detail.png
Region (37, 37) to (57, 57) µm. Cells in grey, sequential cells in the stronger grey; small squares are vias.
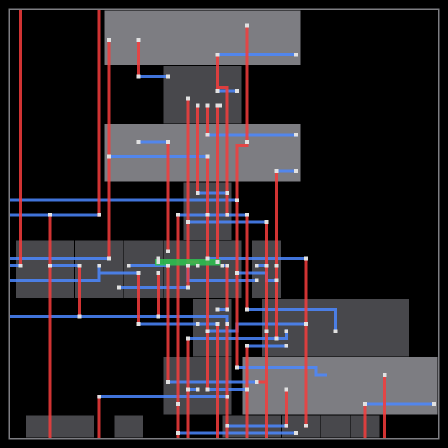
clocks.png
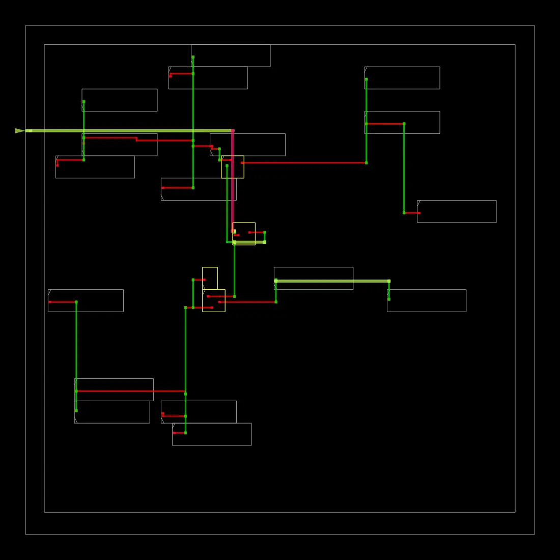
wires.png
(10 px per µm) Only two layers are drawn.
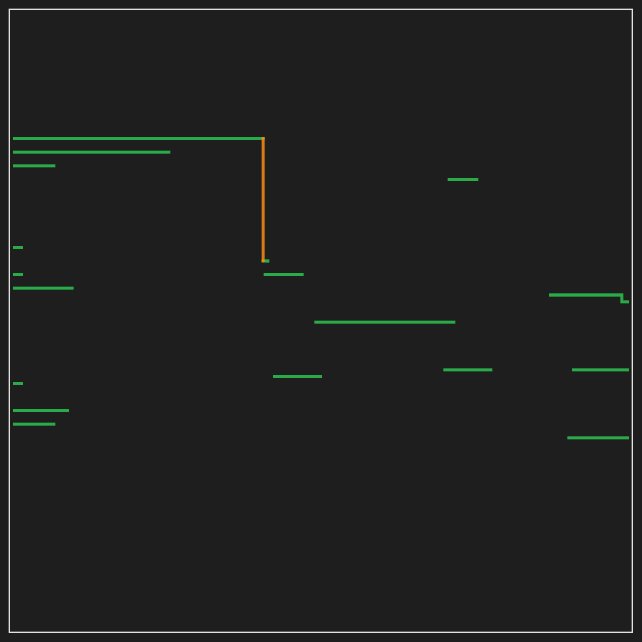
layer_met2.png
(6 px per µm)
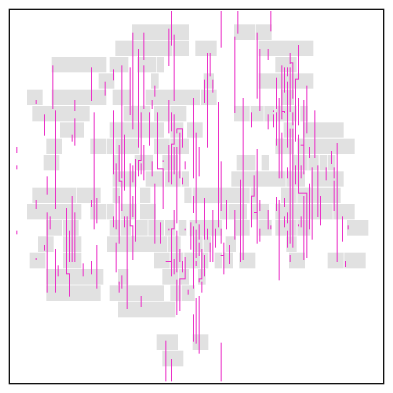
`config.mk`:
```
export PLATFORM = sky130hd
export DESIGN_NAME = intersection_phase_sequencer
export DESIGN_NICKNAME = d
export VERILOG_FILES = /design/src/rtl/intersection_phase_sequencer_pkg.sv /design/src/rtl/intersection_phase_sequencer_phase_timer.sv /design/src/rtl/intersection_phase_sequencer.sv
export SDC_FILE = /design/constraint.sdc
export NUM_CORES = 1
export LEC_CHECK = 0
export CAP_MARGIN = 5
export CORE_MARGIN = 2
export CORE_UTILIZATION = 30
export DETAILED_ROUTE_END_ITERATION = 6
export PLACE_DENSITY = 0.55
export SYNTH_ARGS = -nofsm -noshare
export SYNTH_HDL_FRONTEND = slang
export SYNTH_SLANG_ARGS = --single-unit
export TNS_END_PERCENT = 20
```
`constraint.sdc`:
```
create_clock -name clk -period 2.2 [get_ports clk]
set_input_delay 0.44 -clock clk [delete_from_list [all_inputs] [get_ports clk]]
set_output_delay 0.44 -clock clk [all_outputs]
set_load 0.1 [all_outputs]
```
`src/rtl/intersection_phase_sequencer_pkg.sv`:
```
// Shared phase codes, lamp encodings and phase-to-lamp helpers for the intersection sequencer.
package tl_pkg;

  localparam int unsigned PHASE_W = 3;
  localparam int unsigned LAMP_W  = 3;

  localparam logic [PHASE_W-1:0] A_GRN = 3'd0;
  localparam logic [PHASE_W-1:0] A_YEL = 3'd1;
  localparam logic [PHASE_W-1:0] AR_AB = 3'd2;
  localparam logic [PHASE_W-1:0] B_GRN = 3'd3;
  localparam logic [PHASE_W-1:0] B_YEL = 3'd4;
  localparam logic [PHASE_W-1:0] AR_BA = 3'd5;
  localparam logic [PHASE_W-1:0] FLASH = 3'd6;

  localparam logic [LAMP_W-1:0] LAMP_GRN = 3'b111;
  localparam logic [LAMP_W-1:0] LAMP_YEL = 3'b100;
  localparam logic [LAMP_W-1:0] LAMP_RED = 3'b001;
  localparam logic [LAMP_W-1:0] LAMP_OFF = 3'b000;

  // Street A lamp on entry to a phase; FLASH starts on the amber half.
  function automatic logic [LAMP_W-1:0] lamp_a_of(input logic [PHASE_W-1:0] ph);
    case (ph)
      A_GRN:   lamp_a_of = LAMP_GRN;
      A_YEL:   lamp_a_of = LAMP_YEL;
      FLASH:   lamp_a_of = LAMP_YEL;
      default: lamp_a_of = LAMP_RED;
    endcase
  endfunction

  // Street B lamp on entry to a phase; FLASH starts on the red half.
  function automatic logic [LAMP_W-1:0] lamp_b_of(input logic [PHASE_W-1:0] ph);
    case (ph)
      B_GRN:   lamp_b_of = LAMP_GRN;
      B_YEL:   lamp_b_of = LAMP_YEL;
      default: lamp_b_of = LAMP_RED;
    endcase
  endfunction

endpackage

```
`src/rtl/intersection_phase_sequencer_phase_timer.sv`:
```
// Tick-enabled dwell down-counter: loads a duration-1 value, counts to zero, flags expiry.
module phase_timer #(
  parameter int unsigned       CNT_W   = 4,
  parameter logic [CNT_W-1:0]  RST_VAL = '0
) (
  input  logic             clk,
  input  logic             rst_n,
  input  logic             tick,
  input  logic             load,
  input  logic [CNT_W-1:0] load_val,
  output logic             expired
);

  logic [CNT_W-1:0] cnt;

  always_ff @(posedge clk or negedge rst_n) begin
    if (!rst_n) begin
      cnt <= RST_VAL;
    end else if (tick) begin
      if (load) begin
        cnt <= load_val;
      end else if (cnt != '0) begin
        cnt <= cnt - CNT_W'(1);
      end
    end
  end

  assign expired = (cnt == '0);

endmodule

```
`src/rtl/intersection_phase_sequencer.sv`:
```
// Timed green/yellow/all-red phase sequencer with pedestrian latching.
// Optional night flashing mode is compiled in with NIGHT_FLASH_EN.
module intersection_phase_sequencer
  import tl_pkg::*;
#(
  parameter int unsigned GREEN_MIN = 4,
  parameter int unsigned YELLOW_T  = 2,
  parameter int unsigned ALLRED_T  = 1,
  parameter int unsigned CNT_W     = 4
) (
  input  logic        clk,
  input  logic        rst,
  input  logic        tick,
  input  logic        Ta,
  input  logic        Tb,
  input  logic        M,
  input  logic        ped_a,
  input  logic        ped_b,
`ifdef NIGHT_FLASH_EN
  input  logic        night,
`endif
  output logic [2:0]  La,
  output logic [2:0]  Lb,
  output logic [2:0]  phase,
  output logic        walk_a,
  output logic        walk_b
);

  localparam logic [CNT_W-1:0] GRN_LD = CNT_W'(GREEN_MIN - 1);
  localparam logic [CNT_W-1:0] YEL_LD = CNT_W'(YELLOW_T - 1);
  localparam logic [CNT_W-1:0] AR_LD  = CNT_W'(ALLRED_T - 1);

  logic [PHASE_W-1:0] next_phase;
  logic [LAMP_W-1:0]  next_la;
  logic [LAMP_W-1:0]  next_lb;
  logic               next_walk_a;
  logic               next_walk_b;
  logic               pend_a;
  logic               pend_b;
  logic               next_pend_a;
  logic               next_pend_b;
  logic               load;
  logic [CNT_W-1:0]   load_val;
  logic               expired;
  logic               night_req;

  phase_timer #(
    .CNT_W   (CNT_W),
    .RST_VAL (GRN_LD)
  ) u_timer (
    .clk      (clk),
    .rst_n    (rst),
    .tick     (tick),
    .load     (load),
    .load_val (load_val),
    .expired  (expired)
  );

`ifdef NIGHT_FLASH_EN
  // Night request is sticky until the flash phase is left.
  always_ff @(posedge clk or negedge rst) begin
    if (!rst) begin
      night_req <= 1'b0;
    end else if (night) begin
      night_req <= 1'b1;
    end else if (tick && phase == FLASH) begin
      night_req <= 1'b0;
    end
  end
`else
  assign night_req = 1'b0;
`endif

  // State and registered outputs.
  always_ff @(posedge clk or negedge rst) begin
    if (!rst) begin
      phase  <= A_GRN;
      La     <= LAMP_GRN;
      Lb     <= LAMP_RED;
      walk_a <= 1'b0;
      walk_b <= 1'b0;
      pend_a <= 1'b0;
      pend_b <= 1'b0;
    end else begin
      phase  <= next_phase;
      La     <= next_la;
      Lb     <= next_lb;
      walk_a <= next_walk_a;
      walk_b <= next_walk_b;
      pend_a <= next_pend_a;
      pend_b <= next_pend_b;
    end
  end

  // Next phase, timer load, and the output values that follow the phase.
  always_comb begin
    next_phase  = phase;
    load        = 1'b0;
    load_val    = GRN_LD;
    next_la     = La;
    next_lb     = Lb;
    next_walk_a = walk_a;
    next_walk_b = walk_b;
    next_pend_a = pend_a;
    next_pend_b = pend_b;

    if (tick) begin
      case (phase)
        A_GRN: begin
          if (expired && (night_req || !Ta || M || pend_a)) begin
            next_phase = A_YEL;
            load       = 1'b1;
            load_val   = YEL_LD;
          end
        end
        A_YEL: begin
          if (expired) begin
            next_phase = AR_AB;
            load       = 1'b1;
            load_val   = AR_LD;
          end
        end
        AR_AB: begin
          if (expired) begin
            next_phase = night_req ? FLASH : B_GRN;
            load       = 1'b1;
            load_val   = GRN_LD;
          end
        end
        // Parade hold outranks street B traffic and pedestrian requests.
        B_GRN: begin
          if (expired && (night_req || (!M && (!Tb || pend_b)))) begin
            next_phase = B_YEL;
            load       = 1'b1;
            load_val   = YEL_LD;
          end
        end
        B_YEL: begin
          if (expired) begin
            next_phase = AR_BA;
            load       = 1'b1;
            load_val   = AR_LD;
          end
        end
        AR_BA: begin
          if (expired) begin
            next_phase = night_req ? FLASH : A_GRN;
            load       = 1'b1;
            load_val   = GRN_LD;
          end
        end
`ifdef NIGHT_FLASH_EN
        FLASH: begin
          if (!night) begin
            next_phase = AR_BA;
            load       = 1'b1;
            load_val   = AR_LD;
          end
        end
`endif
        default: begin
          next_phase = A_GRN;
          load       = 1'b1;
          load_val   = GRN_LD;
        end
      endcase
    end

    // Walk signals rise on entry to the serving green, not on reset.
    if (next_phase != phase) begin
      next_la     = lamp_a_of(next_phase);
      next_lb     = lamp_b_of(next_phase);
      next_walk_a = (next_phase == B_GRN);
      next_walk_b = (next_phase == A_GRN);
    end
`ifdef NIGHT_FLASH_EN
    else if (tick && phase == FLASH) begin
      next_la = (La == LAMP_YEL) ? LAMP_OFF : LAMP_YEL;
      next_lb = (Lb == LAMP_RED) ? LAMP_OFF : LAMP_RED;
    end
`endif

    // Entry into the serving green clears the request and beats a same-cycle arrival.
    if (next_phase == B_GRN && phase != B_GRN) begin
      next_pend_a = 1'b0;
    end else if (ped_a && phase != B_GRN) begin
      next_pend_a = 1'b1;
    end

    if (next_phase == A_GRN && phase != A_GRN) begin
      next_pend_b = 1'b0;
    end else if (ped_b && phase != A_GRN) begin
      next_pend_b = 1'b1;
    end
  end

endmodule

```
==> flow_metrics.py <==
# Auto-generated metrics
metrics = {
    "routing": {
        "drt_iter0_markers": 59,
        "topRoutingLayerUsed": "met4",
        "average_detailed_routed_wire_length_per_instance_um": 13.7,
        "detail-route-antenna-nets": 0,
        "drc": 0,
        "drt-met1-wl_um": 1130,
        "route.vias.total": 881,
        "route.met2.wl_um": 1150,
        "routed_via_density": 5.01,
        "met3WireLength_um": 110,
        "dr.pass1.iters": 4,
        "postRouteWirelength_um": 2400,
    },
    "placed_design": {
        "dp.final_hpwl_um": 1790,
        "globalplace.congestion": 0.766,
        "post-place-cells": 171,
        "port_buffers": 18,
    },
    "pwr": {
        "vdd.ir_drop.worst_mv": 0.889,
        "cellPowerDensity_nw_per_um2": 1540,
        "power.leakage_nw": 0.599,
    },
    "grt": {
        "grt_start_max_net_pins": 18,
        "grt_antenna_before_repair": 0,
        "use_met3_pct": 2.17,
        "grt.busiest_layer": "met2",
        "grtUsageTotal_pct": 13.8,
        "global_route.usage.met2_pct": 21.7,
        "global_route.overflow_total": 0,
        "grt.met1_usage_pct": 19.4,
        "grt_pass1_wl_um": 4380,
        "vias_in_the_first_global_route": 953,
    },
    "clock_network": {
        "tritoncts": "yes",
        "ctsHtreeMaxLevel": 1,
        "clock.latency.late_pin_ns": 0.29,
        "cts-buffers-inserted": 3,
        "holdBufCountCts": 0,
        "ctsLongestPathBuffers": 2,
        "clk_pin_slew_ns": 0.11,
        "cts_root_buf": "clkbuf_4",
    },
    "synth": {
        "synth_seq_share_pct": 42.7,
        "synth.avg_cell_area_um2": 10.2,
        "synthesis.nets": 108,
        "topCellsByArea": "dfrtp_1, dfstp_2, a21oi_1, a32o_1, o21ai_0",
        "largest_area_contributor_in_the_synthesized_netlist": "dfrtp_1",
        "number_of_library_cell_types_mapped_by_synthesis": 44,
        "asyncSetResetFlopFracSynth_pct": 100,
        "yosys.area_share.aoi_pct": 25.8,
        "netlist_area_um2": 1010,
        "synth.cellmix.xorXnorShare_pct": 0.863,
        "synth.top_cell.area_share_pct": 27.1,
        "synth.mux.area_fraction_pct": 2.22,
        "dominantRegCellSynth": "dfrtp_1",
        "count_of_library_flops_with_an_enable_pin": 0,
        "topCombFamilyByArea": "AND-OR/OR-AND gates",
        "yosysCellCount": 99,
        "netlist_instances": 99,
        "post-synth-top-count-cell": "dfrtp_1",
        "yosysWarnings": 0,
        "synth_flop_count": 17,
        "simple_gate_area_share_pct": 23.7,
        "synth-adder-area-share_pct": 1.23,
        "synthTopCellsByCount": "dfrtp_1, nand2_1, nor2_1",
        "synth-area-yosys_um2": 1010,
    },
    "finish": {
        "clock_cell_area_share_pct": 2.03,
        "nonClockInverterCount": 5,
        "flip_flop_count_of_the_largest_register_after_layout": 4,
        "bufAreaShareNonClock_pct": 19.4,
        "nets": 140,
        "number_of_filler_cells_placed_in_the_layout": 327,
        "utilization_after_layout_pct": 41.3,
        "synthToLayoutAreaGrowth_pct": 33.7,
        "n_antenna_cell": 0,
        "comb.multi_input.count": 73,
        "max_flop_register": "u_timer.cnt",
        "nNonClkBuffers": 31,
        "flop_share_of_the_area_pct": 32.1,
        "multi_input_comb_area_um2": 554,
        "comb_share_pct": 40.9,
        "clockBufferCount": 3,
        "layout.area.seq_um2": 435,
        "dominant_kind_of_cell_by_area": "combinational gates",
        "finish.cell_count_without_fillers": 176,
        "sequential_cell_total": 17,
        "layout-drive-gt1-share_pct": 40.0,
    },
    "run": {
        "tool_warnings": 26,
        "max_cap_viol_count": 0,
    },
    "hold_path": {
        "worst_hold_path_type": "in -> async",
    },
    "worst_setup_path": {
        "timing.reg2reg.worst_path_depth": 9,
        "reg_to_reg_slack_setup_ns": 0.12,
        "capture_instance_of_the_worst_register_to_register_path": "Lb[1]",
        "timing.critical_path.to_type": "flop",
        "timing.critical_path.from_type": "flop",
        "worstReg2RegStart": "u_timer.cnt[0]",
        "cp_max_fo": 9,
        "worstSetupStartpoint": "u_timer.cnt[0]",
        "worstPathArrival_ns": 2.28,
        "critical_path_class": "reg -> reg",
        "critPathRequiredTime_ns": 2.40,
        "worst_setup_path_endpoint": "Lb[1]",
    },
    "timing": {
        "finalSetupTns_ns": 0,
        "final-max-slew-violation-count": 0,
        "timing_worst_slew_pin_value_ns": 0.441,
        "finalSetupViolCount": 0,
        "rel_slew_slack_pct": 70.4,
        "timing.fmax_mhz": 480,
        "layout_worst_path_cycle_share_pct": 94.7,
        "finalWorstPathRequiredPeriod_ns": 2.08,
        "finalHoldViolations": 0,
    },
    "floorplanning": {
        "std_cell_rows": 21,
        "die_h_um": 62.2,
        "die.size.x_um": 62.2,
        "floorplan.initialDensity_pct": 30.9,
        "nWellTaps": 46,
        "chip_area_um2": 3860,
        "io_pins": 19,
        "core_area_um2": 3280,
    },
    "status": {
        "outcome": "completed",
    },
}
Back to the opening pictures, detail.png:
- red: metal 2
- green: metal 3
- blue: metal 1
- cells with their middle in the window: 13
- netlist names of flops here include: u_timer.cnt (3)
- sequential cells in the window: 3

Back to the opening pictures, clocks.png:
total clock sinks: 17
Final Skew: 0.00610 ns
clock group power: 0.000174 W

Back to the opening pictures, wires.png:
- green: metal 3 (wire length 111 µm)
- orange: metal 4 (wire length 12.2 µm)

Back to the opening pictures, layer_met2.png:
- wire length on this layer: 1150 µm
- share of all routed wire: 48%
- longest straight run: 26.9 µm
- nets with wire on the layer: 119

## power breakdown
part	switching, W	total, W	leakage, nW	internal, W
Clock	0.000106	0.000174	0.0177	0.0000676
Combinational	0.000902	0.00134	0.383	0.000434
Sequential	0.000125	0.000585	0.198	0.000460
## stage by stage
| step | total power (W) | hold WS (ns) | worst slack, ns | instance area [µm²] |
|---|---|---|---|---|
| floorplan | 0.00159 | 0.144 | 0.0304 | 1020 |
| global placement | 0.00189 | 0.457 | -0.0289 | 1310 |
| detailed placement | 0.00191 | 0.456 | -0.0819 | 1310 |
| CTS | 0.00209 | 0.471 | 0.0385 | 1340 |
| global route | 0.00223 | 0.486 | -0.00656 | 1360 |
| finish | 0.00209 | 0.462 | 0.116 | 1360 |
## cell usage in the layout (no fill, tap or decap), types with 2 or more instances in the layout
master | synthesis | final
nor2b_1 | 3 | 3
mux2_1 | 2 | 2
a21oi_1 | 6 | 6
clkdlybuf4s50_1 | 0 | 7
clkbuf_4 | 0 | 3
inv_1 | 4 | 4
a22o_1 | 2 | 2
o21ai_0 | 6 | 6
a32o_1 | 3 | 3
nand3_1 | 2 | 2
a21o_2 | 2 | 2
o211ai_1 | 2 | 2
nor3b_1 | 2 | 2
nand2_1 | 8 | 8
nor2_1 | 7 | 7
and3_1 | 2 | 2
dfrtp_2 | 0 | 2
buf_4 | 0 | 23
dfrtp_1 | 11 | 9
nor3_1 | 2 | 2
dfstp_2 | 6 | 6
## repair_timing
item                                    CTS  global route
endpoints found under the setup margin    0            12
resized                                   0             2
buffers inserted                          0             1
endpoints found under the hold margin     0             0
## worst max-delay path, cell delays in order (launching register included)
cell and delay (ns):
dfstp_2 0.39, inv_1 0.08, ha_2 0.24, or3b_1 0.43, a21oi_2 0.17, nor2_2 0.09
nor2_8 0.17, nand2_4 0.08, buf_4 0.14, a21o_2 0.20
Power figures rest on the tool's default switching activity, not on a simulated workload.
